===== src/rtl/random_round_ctrl.sv =====
// rtl/random_round_ctrl.sv - scrambler round sequencer: permute, random rotate amount, bitwise rotate, valid/ack result (optional RANDOM_NO_REPEAT_EN)
module random_round_ctrl #(
    parameter logic [15:0] SEED     = 16'hACE1,
    parameter int          MAX_DRAW = 8
) (
    input  logic       clk,
    input  logic       rst,
    input  logic [9:0] i_num,
    input  logic       i_star,
    input  logic       i_ack,
    output logic [9:0] o_num,
    output logic       o_valid,
    output logic       o_busy,
    output logic [3:0] o_amt
);

    typedef enum logic [1:0] {IDLE, DRAW, ROT, DONE} state_t;

    // An all-zero seed would lock the LFSR, so it is replaced by 1.
    localparam logic [15:0] LFSR_INIT = (SEED == 16'h0000) ? 16'h0001 : SEED;
    localparam logic [3:0]  LAST_DRAW = 4'(MAX_DRAW - 1);

    state_t      state, state_n;
    logic [15:0] lfsr;
    logic        star_d;
    logic        rise;
    logic [9:0]  perm;
    logic [9:0]  work, work_n;
    logic [9:0]  o_num_n;
    logic [3:0]  amt, amt_n;
    logic [3:0]  draw_cnt, draw_cnt_n;
    logic [3:0]  prev_amt, prev_amt_n;
    logic [3:0]  o_amt_n;
    logic [3:0]  cand;
    logic [3:0]  fallback;
    logic        reject;
    logic        o_valid_n;

    assign rise   = i_star & ~star_d;
    assign perm   = {i_num[1], i_num[3], i_num[7], i_num[9], i_num[2],
                     i_num[0], i_num[8], i_num[5], i_num[6], i_num[4]};
    assign cand   = lfsr[3:0];
    assign o_busy = (state == DRAW) || (state == ROT);

`ifdef RANDOM_NO_REPEAT_EN
    // Candidate acceptance with repeat exclusion; the fallback steps past prev_amt.
    always_comb begin
        reject   = (cand > 4'd9) || (cand == prev_amt);
        fallback = {1'b0, lfsr[2:0]};
        if (fallback == prev_amt) begin
            fallback = (prev_amt == 4'd9) ? 4'd0 : prev_amt + 4'd1;
        end
    end
`else
    assign reject   = cand > 4'd9;
    assign fallback = {1'b0, lfsr[2:0]};
`endif

    // Free-running Fibonacci LFSR, taps 16,14,13,11; advances in every state.
    always_ff @(posedge clk or posedge rst) begin
        if (rst) begin
            lfsr <= LFSR_INIT;
        end else begin
            lfsr <= {lfsr[14:0], lfsr[15] ^ lfsr[13] ^ lfsr[12] ^ lfsr[10]};
        end
    end

    // State register.
    always_ff @(posedge clk or posedge rst) begin
        if (rst) begin
            state <= IDLE;
        end else begin
            state <= state_n;
        end
    end

    // Next-state and datapath decisions for each phase of a round.
    always_comb begin
        state_n    = state;
        work_n     = work;
        amt_n      = amt;
        draw_cnt_n = draw_cnt;
        prev_amt_n = prev_amt;
        o_num_n    = o_num;
        o_valid_n  = o_valid;
        o_amt_n    = o_amt;
        case (state)
            IDLE: begin
                if (rise) begin
                    work_n     = perm;
                    draw_cnt_n = 4'd0;
                    state_n    = DRAW;
                end
            end
            DRAW: begin
                if (!reject) begin
                    amt_n      = cand;
                    o_amt_n    = cand;
                    prev_amt_n = cand;
                    state_n    = ROT;
                end else if (draw_cnt == LAST_DRAW) begin
                    amt_n      = fallback;
                    o_amt_n    = fallback;
                    prev_amt_n = fallback;
                    state_n    = ROT;
                end else begin
                    draw_cnt_n = draw_cnt + 4'd1;
                end
            end
            ROT: begin
                if (amt != 4'd0) begin
                    work_n = {work[8:0], work[9]};
                    amt_n  = amt - 4'd1;
                end else begin
                    o_num_n   = work;
                    o_valid_n = 1'b1;
                    state_n   = DONE;
                end
            end
            DONE: begin
                if (i_ack) begin
                    o_valid_n = 1'b0;
                    state_n   = IDLE;
                end
            end
            default: state_n = IDLE;
        endcase
    end

    // Datapath and output registers.
    always_ff @(posedge clk or posedge rst) begin
        if (rst) begin
            star_d   <= 1'b0;
            work     <= 10'd0;
            amt      <= 4'd0;
            draw_cnt <= 4'd0;
            prev_amt <= 4'd0;
            o_num    <= 10'd0;
            o_valid  <= 1'b0;
            o_amt    <= 4'd0;
        end else begin
            star_d   <= i_star;
            work     <= work_n;
            amt      <= amt_n;
            draw_cnt <= draw_cnt_n;
            prev_amt <= prev_amt_n;
            o_num    <= o_num_n;
            o_valid  <= o_valid_n;
            o_amt    <= o_amt_n;
        end
    end

endmodule


===== config.mk =====
export PLATFORM = sky130hd
export DESIGN_NAME = random_round_ctrl
export DESIGN_NICKNAME = d
export VERILOG_FILES = /design/src/rtl/random_round_ctrl.sv
export SDC_FILE = /design/constraint.sdc
export NUM_CORES = 1
export LEC_CHECK = 0
export CAP_MARGIN = 20
export CORE_ASPECT_RATIO = 0.6
export CORE_MARGIN = 3
export CORE_UTILIZATION = 40
export DETAILED_ROUTE_END_ITERATION = 7
export PLACE_DENSITY = 0.59
export SYNTH_ARGS = -nofsm -noshare
export SYNTH_HDL_FRONTEND = slang
export SYNTH_SLANG_ARGS = --single-unit

===== constraint.sdc =====
create_clock -name clk -period 2.05 [get_ports clk]
set_input_delay 0.3075 -clock clk [delete_from_list [all_inputs] [get_ports clk]]
set_output_delay 0.3075 -clock clk [all_outputs]
set_load 0.01 [all_outputs]

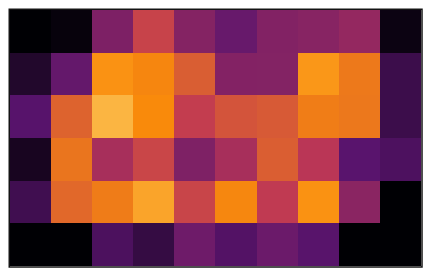
Fig. 1. Cell density map (run 1).
Scale: 4 px per µm. 10 x 6 tiles, from black (low) to pale yellow (high), 0 to 100% covered.
The emptiest ninth of the die: lower right. 12% of the tiles are nearly empty. The fullest tile reaches 84%. 8.3% of the tiles are over 75% full. The mean over all tiles is 40%.

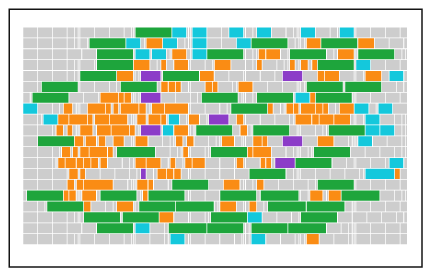
Fig. 2. Placement by cell class (run 1).
Scale: 4 px per µm. Fill, decap, tap and diode cells in grey.
clock drivers and dummy loads: drawn in purple, cells 8. remaining buffers and delay cells: drawn in cyan, cells 32. combinational and other logic: drawn in orange, cells 125. sequential cells: drawn in green, cells 52.

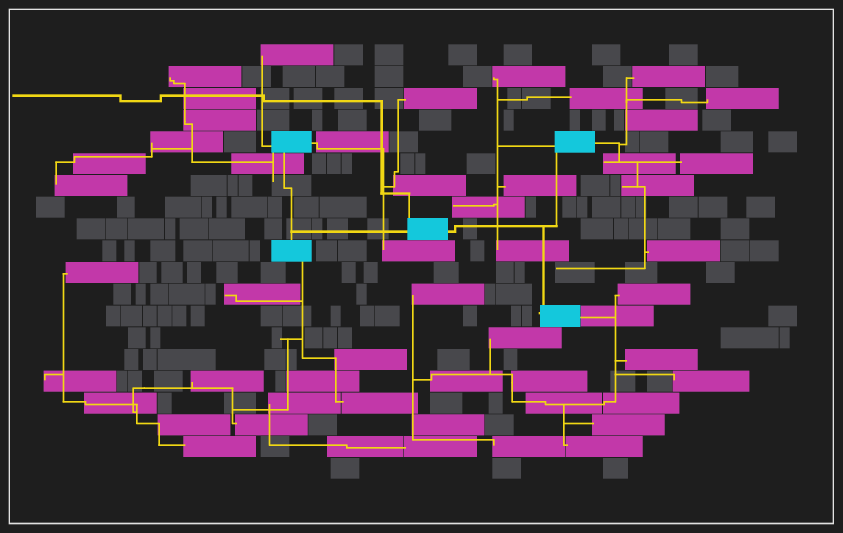
Fig. 3. Clock wires, drivers and flops (run 1).
Scale: 8 px per µm.
clock drivers: drawn in cyan, count 5. flip-flops: drawn in magenta, count 52. clock wires: drawn in yellow, length 597 µm.
There are 6 routed clock nets.

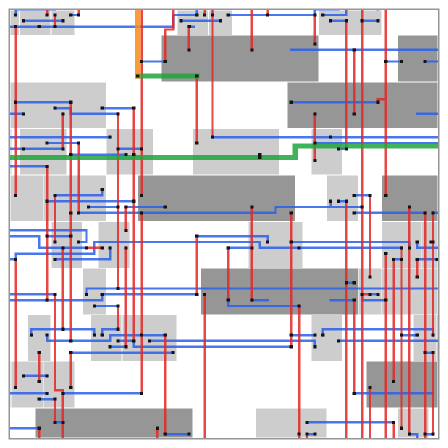
Fig. 4. A small window of the routed layout (run 1).
Region (39, 20) to (64, 45) µm. Cells in grey, sequential cells in the stronger grey; small squares are vias.
metal 2: drawn in red. metal 4: drawn in orange. metal 3: drawn in green. metal 1: drawn in blue.
35 logic cells have their middle in the window. Netlist names of flops here include amt (2), work (2). Sequential cells in the window: 5. Most frequent: a21oi_1 (5), dfrtp_1 (5).

==> impl_metrics.py, run 1 <==
# Synthesis and PnR figures
metrics = {
    "worst_hold_path": {
        "holdPathEnd": "lfsr[15]",
        "hold_depth": 0,
        "hp-class": "flop to flop",
    },
    "logic_synthesis": {
        "synth_flops": 52,
        "adder_share_pct": 3.89,
        "area_leaders": "dfrtp_1, dfstp_2, mux2_2, mux2i_1, ha_1",
        "synth_top_cell_by_count": "dfrtp_1",
        "async_flop_share_pct": 100,
        "synthesis.nets": 204,
        "edf_count": 0,
        "mux_share_pct": 12.3,
        "synthCells": 183,
        "postSynthSeqShare_pct": 58.3,
        "yosysCellCount": 183,
    },
    "finish": {
        "finalInstanceArea_um2": 2720,
        "drive_gt1_share_pct": 17.1,
        "antennaDiodeCount": 0,
        "lay_top_count": "dfrtp_1",
    },
    "drt": {
        "first_pass_iters": 4,
        "detail-route-antenna-nets": 0,
        "drt_wl_total_mm": 4.34,
        "dr.first_iter.drc_count": 30,
        "drc_errors": 0,
        "viasPerCell": 5.33,
    },
    "timing": {
        "layout_setup_ws_ps": 87.5,
        "fmax_mhz": 510,
        "finClkSkew_ps": 9.66,
        "holdWs_ps": 356,
        "hold_viol_final": 0,
        "finalCriticalPeriod_ps": 1960,
        "fin_crit_sh_pct": 95.7,
        "slew_headroom_pct": 74.1,
        "setup_tns_ps": 0,
        "rsz0062_at_grt": "no",
        "setup_viol": 0,
    },
    "place": {
        "place_area_um2": 2620,
        "io_buffers": 29,
        "dpl.hpwl_mm": 3.05,
        "placed_cells": 275,
    },
    "worst_setup_path": {
        "endpoint_kind": "output port",
        "crit_family": "buffers and inverters",
        "regToRegSetupSlack_ps": 260,
        "critPathCapture": "o_busy",
        "crit_cells": 3,
        "cp-startpoint": "state[1]",
        "start_kind": "flop",
        "cp_max_fo": 4,
        "crit_buf_inv": 2,
        "crit_slowest_cell": "clkdlybuf4s50_1",
        "rr_startpoint": "state[1]",
        "crit_chain": "inv_1 -> ha_1 -> clkdlybuf4s50_1",
        "critPathMaxStageDelay_ps": 550,
        "critPathArrivalTime_ps": 1650,
        "worstSetupPathType": "flop to output port",
        "required_ps": 1740,
    },
    "global_route": {
        "grt_usage_pct": 14.6,
        "overflow": 0,
        "grt_pass1_wl_mm": 7.49,
    },
    "power": {
        "swShare_pct": 35.6,
        "p_switching_uw": 1320,
        "p_seq_uw": 1480,
        "power_frac_clock_pct": 16.7,
        "vdd_drop_max_mv": 0.743,
        "comb_power_share_pct": 43.6,
        "power.density_nw_per_um2": 1370,
        "seqPwrFrac_pct": 39.8,
        "power_leakage_uw": 0.00123,
        "clock_power_uw": 620,
        "p_int_uw": 2390,
    },
    "die": {
        "die_y_um": 64.1,
        "fp.dieArea_um2": 6590,
        "core_um2": 5230,
        "num_rows": 20,
        "fp_util_pct": 43.0,
        "chipWidth_um": 103,
    },
    "clocking": {
        "cts_root_buf": "clkbuf_8",
        "cts-hold-fix-buffers": 0,
        "cts.reportedPaths.clkPinSlew_ps": 80,
        "tritoncts": "built",
        "htreeDepth": 2,
        "ctsResizeCount": 0,
        "cts.path.max_buffers": 2,
        "cts_setup_buffers": 0,
        "worstSkewPairLatency_ps": 300,
        "cts_buffers": 5,
    },
    "job": {
        "maxCapViolations": 0,
        "warnings": 30,
    },
    "run_status": {
        "status": "finished clean",
    },
}
run 1: state kept, by name, summed over array words and instances (netlist names):
signal and cells:
amt 4, state 2, o_num 10, o_valid 1
star_d 1, draw_cnt 4, lfsr 16, work 10
o_amt 4
run 1: per-layer routing:
| metal | wire (µm) | GRT usage [%] | part of all wire (%) |
|---|---|---|---|
| met1 | 2150 | 21.5 | 50 |
| met2 | 1980 | 21.2 | 46 |
| met3 | 184 | 4.14 | 4.2 |
| met4 | 22 | 3.39 | 0.51 |
| met5 | 0 | 0 | 0 |
run 1: final cells by class:
type                            instances  area, µm²
Clock buffer                            8        100
Fill cell                             466       2510
Inverter                               10       37.5
Multi-Input combinational cell        115        860
Sequential cell                        52       1310
Tap cell                               66       82.6
Timing Repair Buffer                   32        325
Fig. 5: run 1, clock wiring as the flow saved it
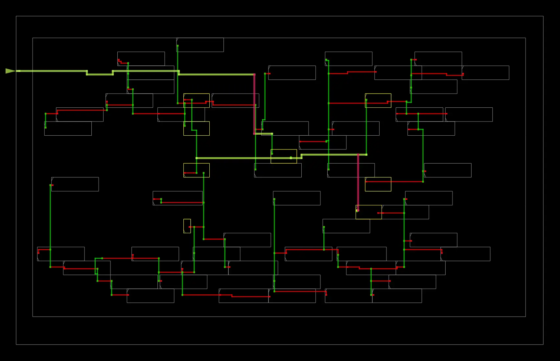

==> inputs of run 2 (changes only) <==
Settings changed: SETUP_SLACK_MARGIN from default to 0.2.
Clock period 2.05 ns to 2.33 ns, I/O delays scaled along.
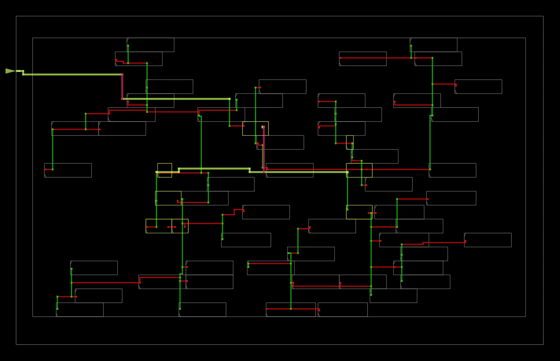
Fig. 6. Clock wiring as the flow saved it (run 2).
clk_buf instances: 6
CTS buffer count: 5
clk_lat worst skew: 300 ps

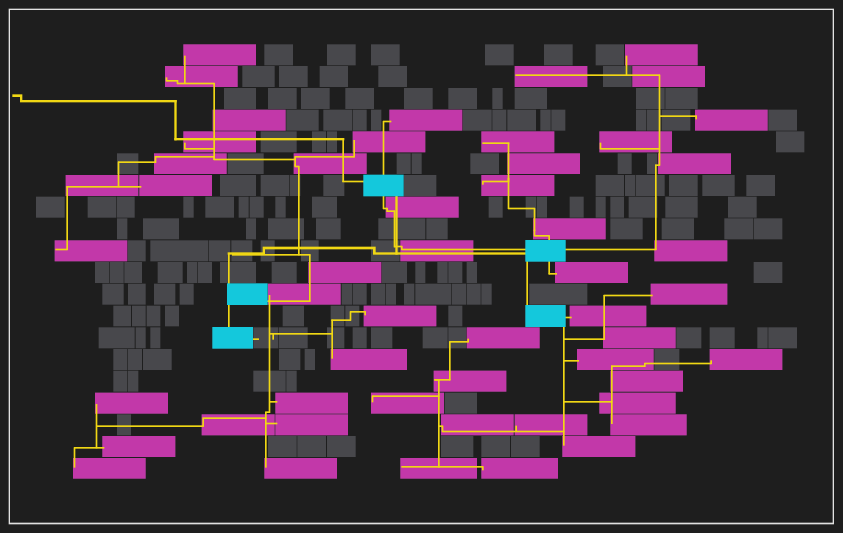
Fig. 7. Clock wires, drivers and flops (run 2).
Scale: 8 px per µm.
flip-flops: drawn in magenta, count 52. clock wires: drawn in yellow, length 568 µm. clock drivers: drawn in cyan, count 5.
There are 6 routed clock nets.

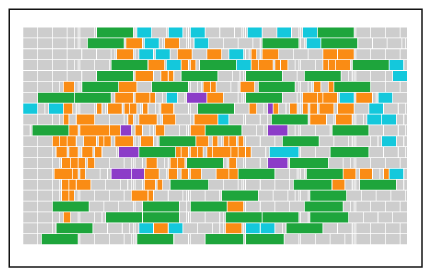
Fig. 8. Placement by cell class (run 2).
Scale: 4 px per µm. Fill, decap, tap and diode cells in grey.
combinational and other logic: drawn in orange, cells 125. sequential cells: drawn in green, cells 52. remaining buffers and delay cells: drawn in cyan, cells 32. clock drivers and dummy loads: drawn in purple, cells 8.

==> impl_metrics.py, run 2 <==
# Synthesis and PnR figures
metrics = {
    "run_status": {
        "status": "finished clean",
    },
    "finish": {
        "finalInstanceArea_um2": 2710,
        "seq_area_share_pct": 48.5,
        "regMostFlops": "lfsr",
        "clock_tree_area_fraction_pct": 3.28,
        "nNonClkInverters": 10,
        "largest_reg_flops": 16,
        "buffers": 32,
        "lay_top_count": "dfrtp_1",
    },
    "die": {
        "fp_util_pct": 43.0,
        "fp.dieArea_um2": 6590,
        "taps": 66,
        "chipWidth_um": 103,
    },
    "timing": {
        "finClkSkew_ps": 9.17,
        "fmax_mhz": 488,
        "slew_headroom_pct": 61.2,
        "holdWs_ps": 354,
        "fin_crit_sh_pct": 87.9,
        "setup_tns_ps": 0,
    },
    "place": {
        "place_area_um2": 2620,
    },
    "drt": {
        "drc_errors": 0,
        "wl_met2_mm": 1.88,
        "route.met3.wl_um": 170,
        "first_pass_iters": 4,
    },
    "clocking": {
        "htreeDepth": 2,
        "cts_root_buf": "clkbuf_8",
    },
    "worst_setup_path": {
        "required_ps": 1980,
        "critPathCapture": "o_busy",
        "crit_buf_inv": 2,
        "cp_max_fo": 4,
        "start_kind": "flop",
    },
    "logic_synthesis": {
        "area_leaders": "dfrtp_1, dfstp_2, mux2_2, mux2i_1, ha_1",
        "synth_flops": 52,
        "edf_count": 0,
        "postSynthSeqShare_pct": 58.3,
        "yosysCellCount": 183,
        "async_flop_share_pct": 100,
    },
    "power": {
        "vdd_drop_max_mv": 0.653,
        "power.density_nw_per_um2": 1190,
    },
    "global_route": {
        "top_usage_layer": "met1",
        "grt_usage_pct": 14.2,
    },
}
==> run 2: netlist changes by cell type in the layout (fill, tap and decap cells not counted), sizes merged <==
cell      before  now
clkbuf         8    6
clkinv         0    1
clkinvlp       0    1
==> run 2: power by group <==
group / switching [µW] / internal (µW) / total [µW] / leakage [µW]
Combinational: 718 / 695 / 1410 / 0.000548
Clock: 290 / 214 / 504 / 0.0000414
Sequential: 157 / 1140 / 1300 / 0.000627
==> run 2: logic make-up after synthesis <==
| kind of cell | count (synthesis) | share of synthesized area (%) |
|---|---|---|
| and+or+nand+nor | 38 | 9.73 |
| adders and majority gates | 7 | 3.89 |
| buffers and inverters | 16 | 3.50 |
| DFF | 52 | 58.3 |
| xor gates and xnor gates | 4 | 1.56 |
| AOI/OAI and AO/OA | 40 | 10.7 |
| muxes | 26 | 12.3 |
Power is estimated from default activity; no workload was simulated.
